### src/rtl/ov7670_power_seq_pkg.sv
// rtl/ov7670_power_seq_pkg.sv - state encoding, pin decode and default timings for the OV7670 power sequencer
package ov7670_seq_pkg;

  typedef enum logic [2:0] {
    IDLE      = 3'd0,
    PWDN_HOLD = 3'd1,
    RST_HOLD  = 3'd2,
    SETTLE    = 3'd3,
    CFG_WAIT  = 3'd4,
    READY     = 3'd5,
    ERROR     = 3'd6
  } state_t;

  typedef struct packed {
    logic pwdn;
    logic resetb;
    logic ready;
    logic busy;
    logic error;
  } pins_t;

  // pwdn, resetb, ready, busy, error
  localparam pins_t OUT_IDLE   = 5'b1_0_0_0_0;
  localparam pins_t OUT_PWDN   = 5'b1_0_0_1_0;
  localparam pins_t OUT_RST    = 5'b0_0_0_1_0;
  localparam pins_t OUT_SETTLE = 5'b0_1_0_1_0;
  localparam pins_t OUT_CFG    = 5'b0_1_0_1_0;
  localparam pins_t OUT_READY  = 5'b0_1_1_0_0;
  localparam pins_t OUT_ERROR  = 5'b1_0_0_0_1;

  localparam int PWDN_CYCLES_50M   = 1000000;
  localparam int RST_CYCLES_50M    = 100000;
  localparam int SETTLE_CYCLES_50M = 2000000;
  localparam int CFG_TIMEOUT_50M   = 16000000;

  localparam int PWDN_CYCLES_25M   = 500000;
  localparam int RST_CYCLES_25M    = 50000;
  localparam int SETTLE_CYCLES_25M = 1000000;
  localparam int CFG_TIMEOUT_25M   = 8000000;

  function automatic pins_t decode(input state_t s);
    case (s)
      PWDN_HOLD: return OUT_PWDN;
      RST_HOLD:  return OUT_RST;
      SETTLE:    return OUT_SETTLE;
      CFG_WAIT:  return OUT_CFG;
      READY:     return OUT_READY;
      ERROR:     return OUT_ERROR;
      default:   return OUT_IDLE;
    endcase
  endfunction

endpackage

### src/rtl/ov7670_power_seq_if.sv
// rtl/ov7670_power_seq_if.sv - control, camera pin and status bundle of the power sequencer
interface ov7670_power_seq_if #(
  parameter int MAX_RETRY = 3
);
  localparam int RETRY_W = $clog2(MAX_RETRY + 1);

  logic               en;
  logic               restart;
  logic               cfg_done;
  logic               cam_pwdn;
  logic               cam_resetb;
  logic               cfg_start;
  logic               ready;
  logic               busy;
  logic               error;
  logic [RETRY_W-1:0] retry_cnt;

  modport master (
    input  en, restart, cfg_done,
    output cam_pwdn, cam_resetb, cfg_start, ready, busy, error, retry_cnt
  );

  modport slave (
    output en, restart, cfg_done,
    input  cam_pwdn, cam_resetb, cfg_start, ready, busy, error, retry_cnt
  );
endinterface

### src/rtl/ov7670_power_seq_timer.sv
// rtl/ov7670_power_seq_timer.sv - shared stage/timeout counter with terminal match
module seq_timer #(
  parameter int CNT_W = 24
) (
  input  logic             clk,
  input  logic             rst_n,
  input  logic             clr,
  input  logic             inc,
  input  logic [CNT_W-1:0] limit,
  output logic             done
);
  logic [CNT_W-1:0] cnt;

  always_ff @(posedge clk or negedge rst_n) begin
    if (!rst_n) begin
      cnt <= '0;
    end else if (clr) begin
      cnt <= '0;
    end else if (inc) begin
      cnt <= cnt + 1'b1;
    end
  end

  // limit is the last count of the stage (cycles - 1)
  assign done = (cnt == limit);
endmodule

### src/rtl/ov7670_power_seq.sv
// rtl/ov7670_power_seq.sv - staged PWDN/RESETB power-up sequencer with supervised SCCB configuration
module ov7670_power_seq
  import ov7670_seq_pkg::*;
#(
  parameter int CNT_W         = 24,
  parameter int PWDN_CYCLES   = 1000000,
  parameter int RST_CYCLES    = 100000,
  parameter int SETTLE_CYCLES = 2000000,
  parameter int CFG_TIMEOUT   = 16000000,
  parameter int MAX_RETRY     = 3
) (
  input  logic                     clk,
  input  logic                     rst_n,
  ov7670_power_seq_if.master       bus
);
  localparam int RW = $clog2(MAX_RETRY + 1);

  state_t           state;
  state_t           nxt;
  logic [RW-1:0]    retry;
  logic [RW-1:0]    retry_nxt;
  logic             enter;
  logic             timed;
  logic             done;
  logic [CNT_W-1:0] limit;
  pins_t            pins;
  logic             cfg_start;

  always_comb begin
    limit = '0;
    case (state)
      PWDN_HOLD: limit = CNT_W'(PWDN_CYCLES - 1);
      RST_HOLD:  limit = CNT_W'(RST_CYCLES - 1);
      SETTLE:    limit = CNT_W'(SETTLE_CYCLES - 1);
      CFG_WAIT:  limit = CNT_W'(CFG_TIMEOUT - 1);
      default:   limit = '0;
    endcase
  end

  assign timed = (state inside {PWDN_HOLD, RST_HOLD, SETTLE, CFG_WAIT});

  // enter also fires on self-loops (held restart, retry) so the timer restarts from 0
  always_comb begin
    nxt       = state;
    retry_nxt = retry;
    enter     = 1'b0;
    if (!bus.en) begin
      nxt       = IDLE;
      retry_nxt = '0;
      enter     = (state != IDLE);
    end else if (bus.restart && state != IDLE) begin
      nxt       = PWDN_HOLD;
      retry_nxt = '0;
      enter     = 1'b1;
    end else begin
      case (state)
        IDLE: begin
          nxt   = PWDN_HOLD;
          enter = 1'b1;
        end
        PWDN_HOLD: if (done) begin
          nxt   = RST_HOLD;
          enter = 1'b1;
        end
        RST_HOLD: if (done) begin
          nxt   = SETTLE;
          enter = 1'b1;
        end
        SETTLE: if (done) begin
          nxt   = CFG_WAIT;
          enter = 1'b1;
        end
        CFG_WAIT: begin
          if (bus.cfg_done) begin
            nxt       = READY;
            retry_nxt = '0;
            enter     = 1'b1;
          end else if (done) begin
            enter = 1'b1;
            if (retry < RW'(MAX_RETRY)) begin
              nxt       = PWDN_HOLD;
              retry_nxt = retry + RW'(1);
            end else begin
              nxt = ERROR;
            end
          end
        end
        default: ;
      endcase
    end
  end

  always_ff @(posedge clk or negedge rst_n) begin
    if (!rst_n) begin
      state     <= IDLE;
      retry     <= '0;
      pins      <= OUT_IDLE;
      cfg_start <= 1'b0;
    end else begin
      state     <= nxt;
      retry     <= retry_nxt;
      pins      <= decode(nxt);
      cfg_start <= enter && (nxt == CFG_WAIT);
    end
  end

  seq_timer #(.CNT_W(CNT_W)) u_timer (
    .clk   (clk),
    .rst_n (rst_n),
    .clr   (enter),
    .inc   (timed),
    .limit (limit),
    .done  (done)
  );

  assign bus.cam_pwdn   = pins.pwdn;
  assign bus.cam_resetb = pins.resetb;
  assign bus.ready      = pins.ready;
  assign bus.busy       = pins.busy;
  assign bus.error      = pins.error;
  assign bus.cfg_start  = cfg_start;
  assign bus.retry_cnt  = retry;
endmodule

### src/flat_wrapper.sv
// flat-port wrapper written by rule: the top's interface ports become plain ports
module ov7670_power_seq_flat import ov7670_seq_pkg::*;
#(
  parameter int CNT_W         = 24,
  parameter int PWDN_CYCLES   = 1000000,
  parameter int RST_CYCLES    = 100000,
  parameter int SETTLE_CYCLES = 2000000,
  parameter int CFG_TIMEOUT   = 16000000,
  parameter int MAX_RETRY     = 3
)
  (clk, rst_n, bus_en, bus_restart, bus_cfg_done, bus_cam_pwdn, bus_cam_resetb, bus_cfg_start, bus_ready, bus_busy, bus_error, bus_retry_cnt);
  ov7670_power_seq_if #(.MAX_RETRY(MAX_RETRY)) bus_i ();
  input  logic clk;
  input  logic rst_n;
  input wire logic [$bits(bus_i.en)-1:0] bus_en;
  input wire logic [$bits(bus_i.restart)-1:0] bus_restart;
  input wire logic [$bits(bus_i.cfg_done)-1:0] bus_cfg_done;
  output wire logic [$bits(bus_i.cam_pwdn)-1:0] bus_cam_pwdn;
  output wire logic [$bits(bus_i.cam_resetb)-1:0] bus_cam_resetb;
  output wire logic [$bits(bus_i.cfg_start)-1:0] bus_cfg_start;
  output wire logic [$bits(bus_i.ready)-1:0] bus_ready;
  output wire logic [$bits(bus_i.busy)-1:0] bus_busy;
  output wire logic [$bits(bus_i.error)-1:0] bus_error;
  output wire logic [$bits(bus_i.retry_cnt)-1:0] bus_retry_cnt;
  assign bus_i.en = bus_en;
  assign bus_i.restart = bus_restart;
  assign bus_i.cfg_done = bus_cfg_done;
  assign bus_cam_pwdn = bus_i.cam_pwdn;
  assign bus_cam_resetb = bus_i.cam_resetb;
  assign bus_cfg_start = bus_i.cfg_start;
  assign bus_ready = bus_i.ready;
  assign bus_busy = bus_i.busy;
  assign bus_error = bus_i.error;
  assign bus_retry_cnt = bus_i.retry_cnt;
  ov7670_power_seq #(.CNT_W(CNT_W), .PWDN_CYCLES(PWDN_CYCLES), .RST_CYCLES(RST_CYCLES), .SETTLE_CYCLES(SETTLE_CYCLES), .CFG_TIMEOUT(CFG_TIMEOUT), .MAX_RETRY(MAX_RETRY)) u_core (.clk(clk), .rst_n(rst_n), .bus(bus_i));
endmodule
### config.mk
export PLATFORM = sky130hd
export DESIGN_NAME = ov7670_power_seq_flat
export DESIGN_NICKNAME = d
export VERILOG_FILES = /design/src/rtl/ov7670_power_seq_pkg.sv /design/src/rtl/ov7670_power_seq_if.sv /design/src/rtl/ov7670_power_seq_timer.sv /design/src/rtl/ov7670_power_seq.sv /design/src/flat_wrapper.sv
export SDC_FILE = /design/constraint.sdc
export NUM_CORES = 1
export LEC_CHECK = 0
export CORE_MARGIN = 5
export CORE_UTILIZATION = 59
export DETAILED_ROUTE_END_ITERATION = 10
export GPL_ROUTABILITY_DRIVEN = 0
export PLACE_DENSITY = 0.78
export SETUP_SLACK_MARGIN = 0.2
export SYNTH_ARGS = -nofsm -noshare
export SYNTH_HDL_FRONTEND = slang
export SYNTH_SLANG_ARGS = --single-unit
### constraint.sdc
create_clock -name clk -period 3.2 [get_ports clk]
set_input_delay 0.96 -clock clk [delete_from_list [all_inputs] [get_ports clk]]
set_output_delay 0.96 -clock clk [all_outputs]
set_load 0.02 [all_outputs]
### Pin placement

Pins as bars across the die edge, other pins in gray.
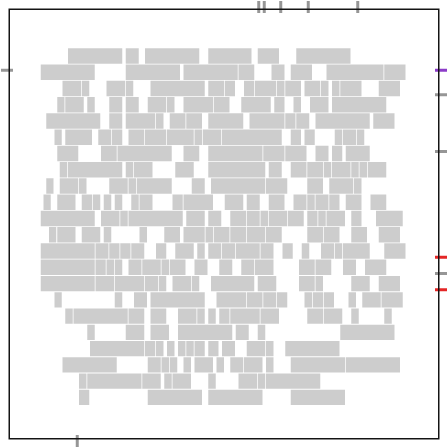
red -> `bus_retry_cnt`  # pins 2, direction output, edge east
purple -> `bus_cam_pwdn`  # pins 1, direction output, edge east
all pins by edge = 6 east, 5 north, 1 west, 1 south

### Routing congestion map

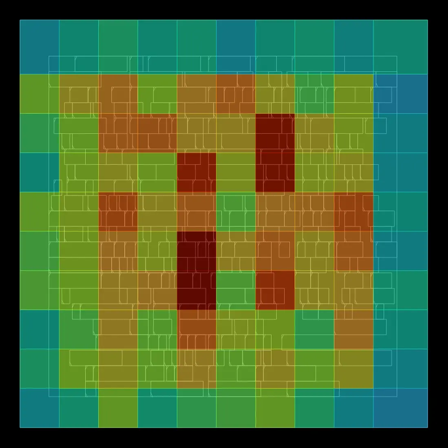
total track usage: 20.5%
busiest layer in global routing: met2
Final Core Density: 71.7%
GR Util met1: 27.8%
met3 Track Usage GR: 5.05%

### Wiring by layer

Scale bar: 20 µm.
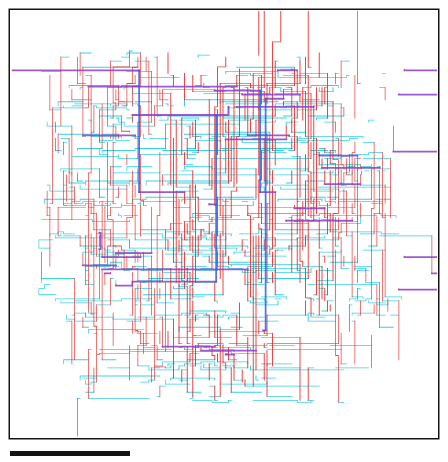
blue -> metal 4  # wire length 104 µm
cyan -> metal 1  # wire length 2210 µm
red -> metal 2  # wire length 2290 µm
purple -> metal 3  # wire length 289 µm

==> metrics.cfg <==
[status]
status = finished clean

[synthesis]
yosysTopAreaCellShare_pct = 38.0
syn_inst = 250
ys_sh_simple_pct = 28.7
yosysMostFrequentCell = nor2_1
synth_seq_share_pct = 39.1
edf_count = 0
synth_area_mm2 = 0.00224

[worst_setup_path]
critPathRequiredTime_ns = 3.39
rrSetupSlack_ns = 0.41
worstSetupPathType = reg -> reg
r2r_cells = 9
cp_slowest_cell = dfrtp_1

[worst_hold_path]
hold_class = reg -> reg
min_to = u_core.u_timer.cnt[23]
hold_path_startpoint = u_core.u_timer.cnt[23]

[cts]
root_buffer = clkbuf_8
cts-resized-gates = 1
post_cts_buffers = 0
numCtsBuffers = 5

[power]
p_sw_share_pct = 24.5
comb_power_share_pct = 12.6

[floorplan]
core-area_mm2 = 0.00366
io_pins = 13
chip_area_mm2 = 0.00513
initCoreUtil_pct = 61.2
dieHeight_um = 71.6

[finish]
n_antenna_cell = 0
drive_above_1_share_pct = 15.5
num-fill-cells = 289

[global_routing]
grt_start_max_net_pins = 36

[sta]
min_period_ns = 2.79
fin_hold_ws_ns = 0.574
report.final.slew_viol_count = 0
timing.fmax_ghz = 0.359

[routing]
ant_nets = 0
vias_per_cell = 5.91

[place]
io_buffers = 12

### Routed clock nets over the placement

Scale bar: 20 µm.
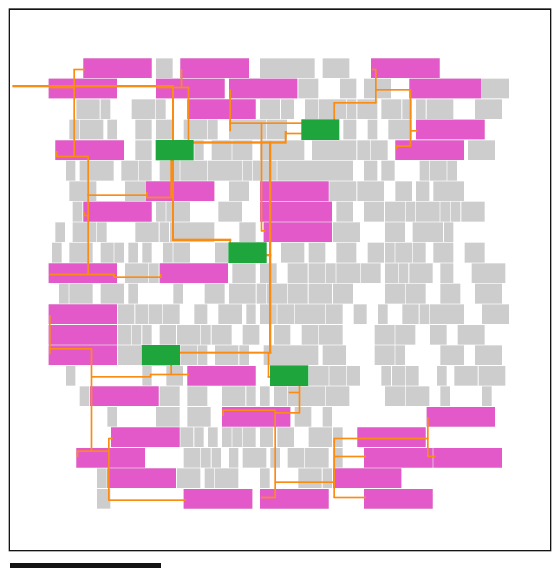
orange -> clock wires  # length 413 µm
green -> clock drivers  # count 5
magenta -> flip-flops  # count 35
flops lie = all over the die

### Where the registers sit

Other sequential cells in the stronger gray, the rest of the logic in the fainter gray.
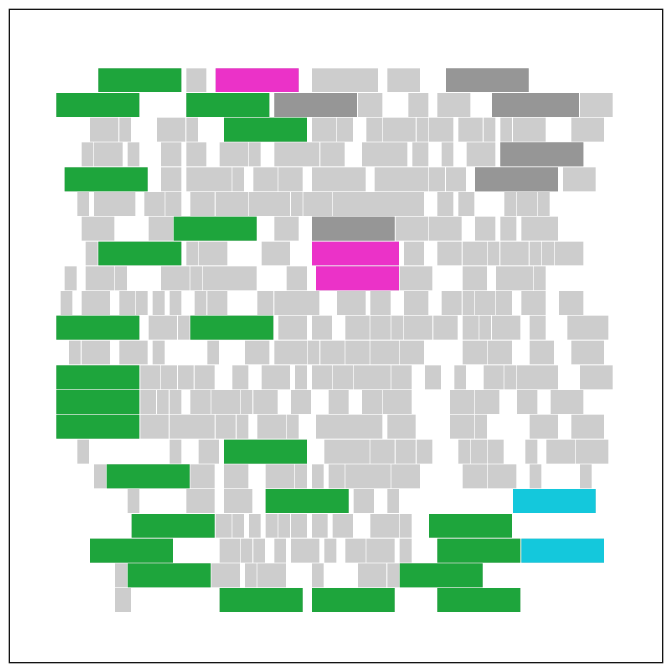
green -> `u_core.u_timer.cnt`  # placed flops 24
magenta -> `u_core.state`  # placed flops 3
cyan -> `u_core.bus.retry_cnt`  # placed flops 2
not colored = 6

-- kinds of logic after synthesis --
family,Yosys count
and+or+nand+nor,122
AOI/OAI and AO/OA,35
DFF,35
xor gates and xnor gates,29
buffers and inverters,22
muxes,5
adders and majority gates,2
-- metal layers --
metal  vias up  GRT usage, %  part of all wire, %
met1       924          27.8                   45
met4         0          6.05                  2.1
met5         -             0                    0
met2        61          32.6                   47
li1        926             -                    -
met3         9          5.05                  5.9
-- layout by cell type (no fill, tap or decap), types with 2 or more instances in the layout --
cell,count
xor2_1,14
nand2_1,17
nor4_1,6
nor3_1,3
nand4_1,6
ha_1,2
nor3_4,2
nor2b_1,5
clkbuf_8,7
xnor2_1,14
nor3b_1,3
mux2i_1,5
clkdlybuf4s50_1,11
a2bb2oi_1,2
buf_4,19
a211oi_1,2
nand2b_1,4
nand3_1,12
nand3b_1,2
dfrtp_1,33
and2_1,3
and3_1,5
nor2_1,44
a21oi_1,5
inv_1,8
o2111ai_1,2
o31ai_1,3
o22ai_1,2
o21ai_0,5
o41ai_1,2
-- registers in the layout, indices dropped and copies added (netlist names) --
name                   flops
u_core.bus.busy            1
u_core.state               3
u_core.u_timer.cnt        24
u_core.bus.cam_resetb      1
u_core.bus.cam_pwdn        1
u_core.bus.cfg_start       1
u_core.bus.ready           1
u_core.bus.retry_cnt       2
u_core.bus.error           1
-- power by group through the flow --
| stage | sequential, mW | combinational (mW) | clock (mW) |
|---|---|---|---|
| after floorplan | 0.461 | 0.0697 | 0 |
| after global placement | 0.464 | 0.104 | 0 |
| after detailed placement | 0.464 | 0.105 | 0 |
| after CTS | 0.456 | 0.109 | 0.355 |
| after global routing | 0.457 | 0.127 | 0.377 |
| final | 0.456 | 0.115 | 0.345 |
-- critical path: cells and delay by family, from the launching register on --
kind | cells | cell delay, ns
flip-flops | 1 | 0.59
AND/OR/NAND/NOR | 5 | 1.02
AND-OR/OR-AND | 3 | 0.90
buffers and inverters | 1 | 0.17
-- worst max path at each step --
stage | cells past startpoint | endpoint | slack [ns]
4_1_cts | 8 | u_core.u_timer.cnt[23] | 0.29
3_5_place_dp | 8 | u_core.bus.cfg_start | 0.09
3_3_place_gp | 8 | u_core.bus.cfg_start | 0.20
2_1_floorplan | 10 | u_core.u_timer.cnt[5] | 0.76
5_1_grt | 9 | u_core.bus.cfg_start | 0.23
6_report | 9 | u_core.bus.cfg_start | 0.41
-- area by class of cell --
cell class / instances / area [µm²] / area share [%]
Clock buffer: 8 / 100 / 3.81
Inverter: 8 / 30.0 / 1.14
Multi-Input combinational cell: 194 / 1280 / 48.7
Sequential cell: 35 / 878 / 33.5
Tap cell: 48 / 60.1 / 2.29
Timing Repair Buffer: 32 / 278 / 10.6
-- through the flow --
stage	setup WS (ns)	power [mW]	area, µm²
after global routing	0.226	0.961	2630
final	0.415	0.917	2630
after floorplan	0.762	0.530	2240
after global placement	0.204	0.568	2480
after CTS	0.287	0.920	2590
after detailed placement	0.0859	0.569	2480
Power and IR drop assume default switching activity.
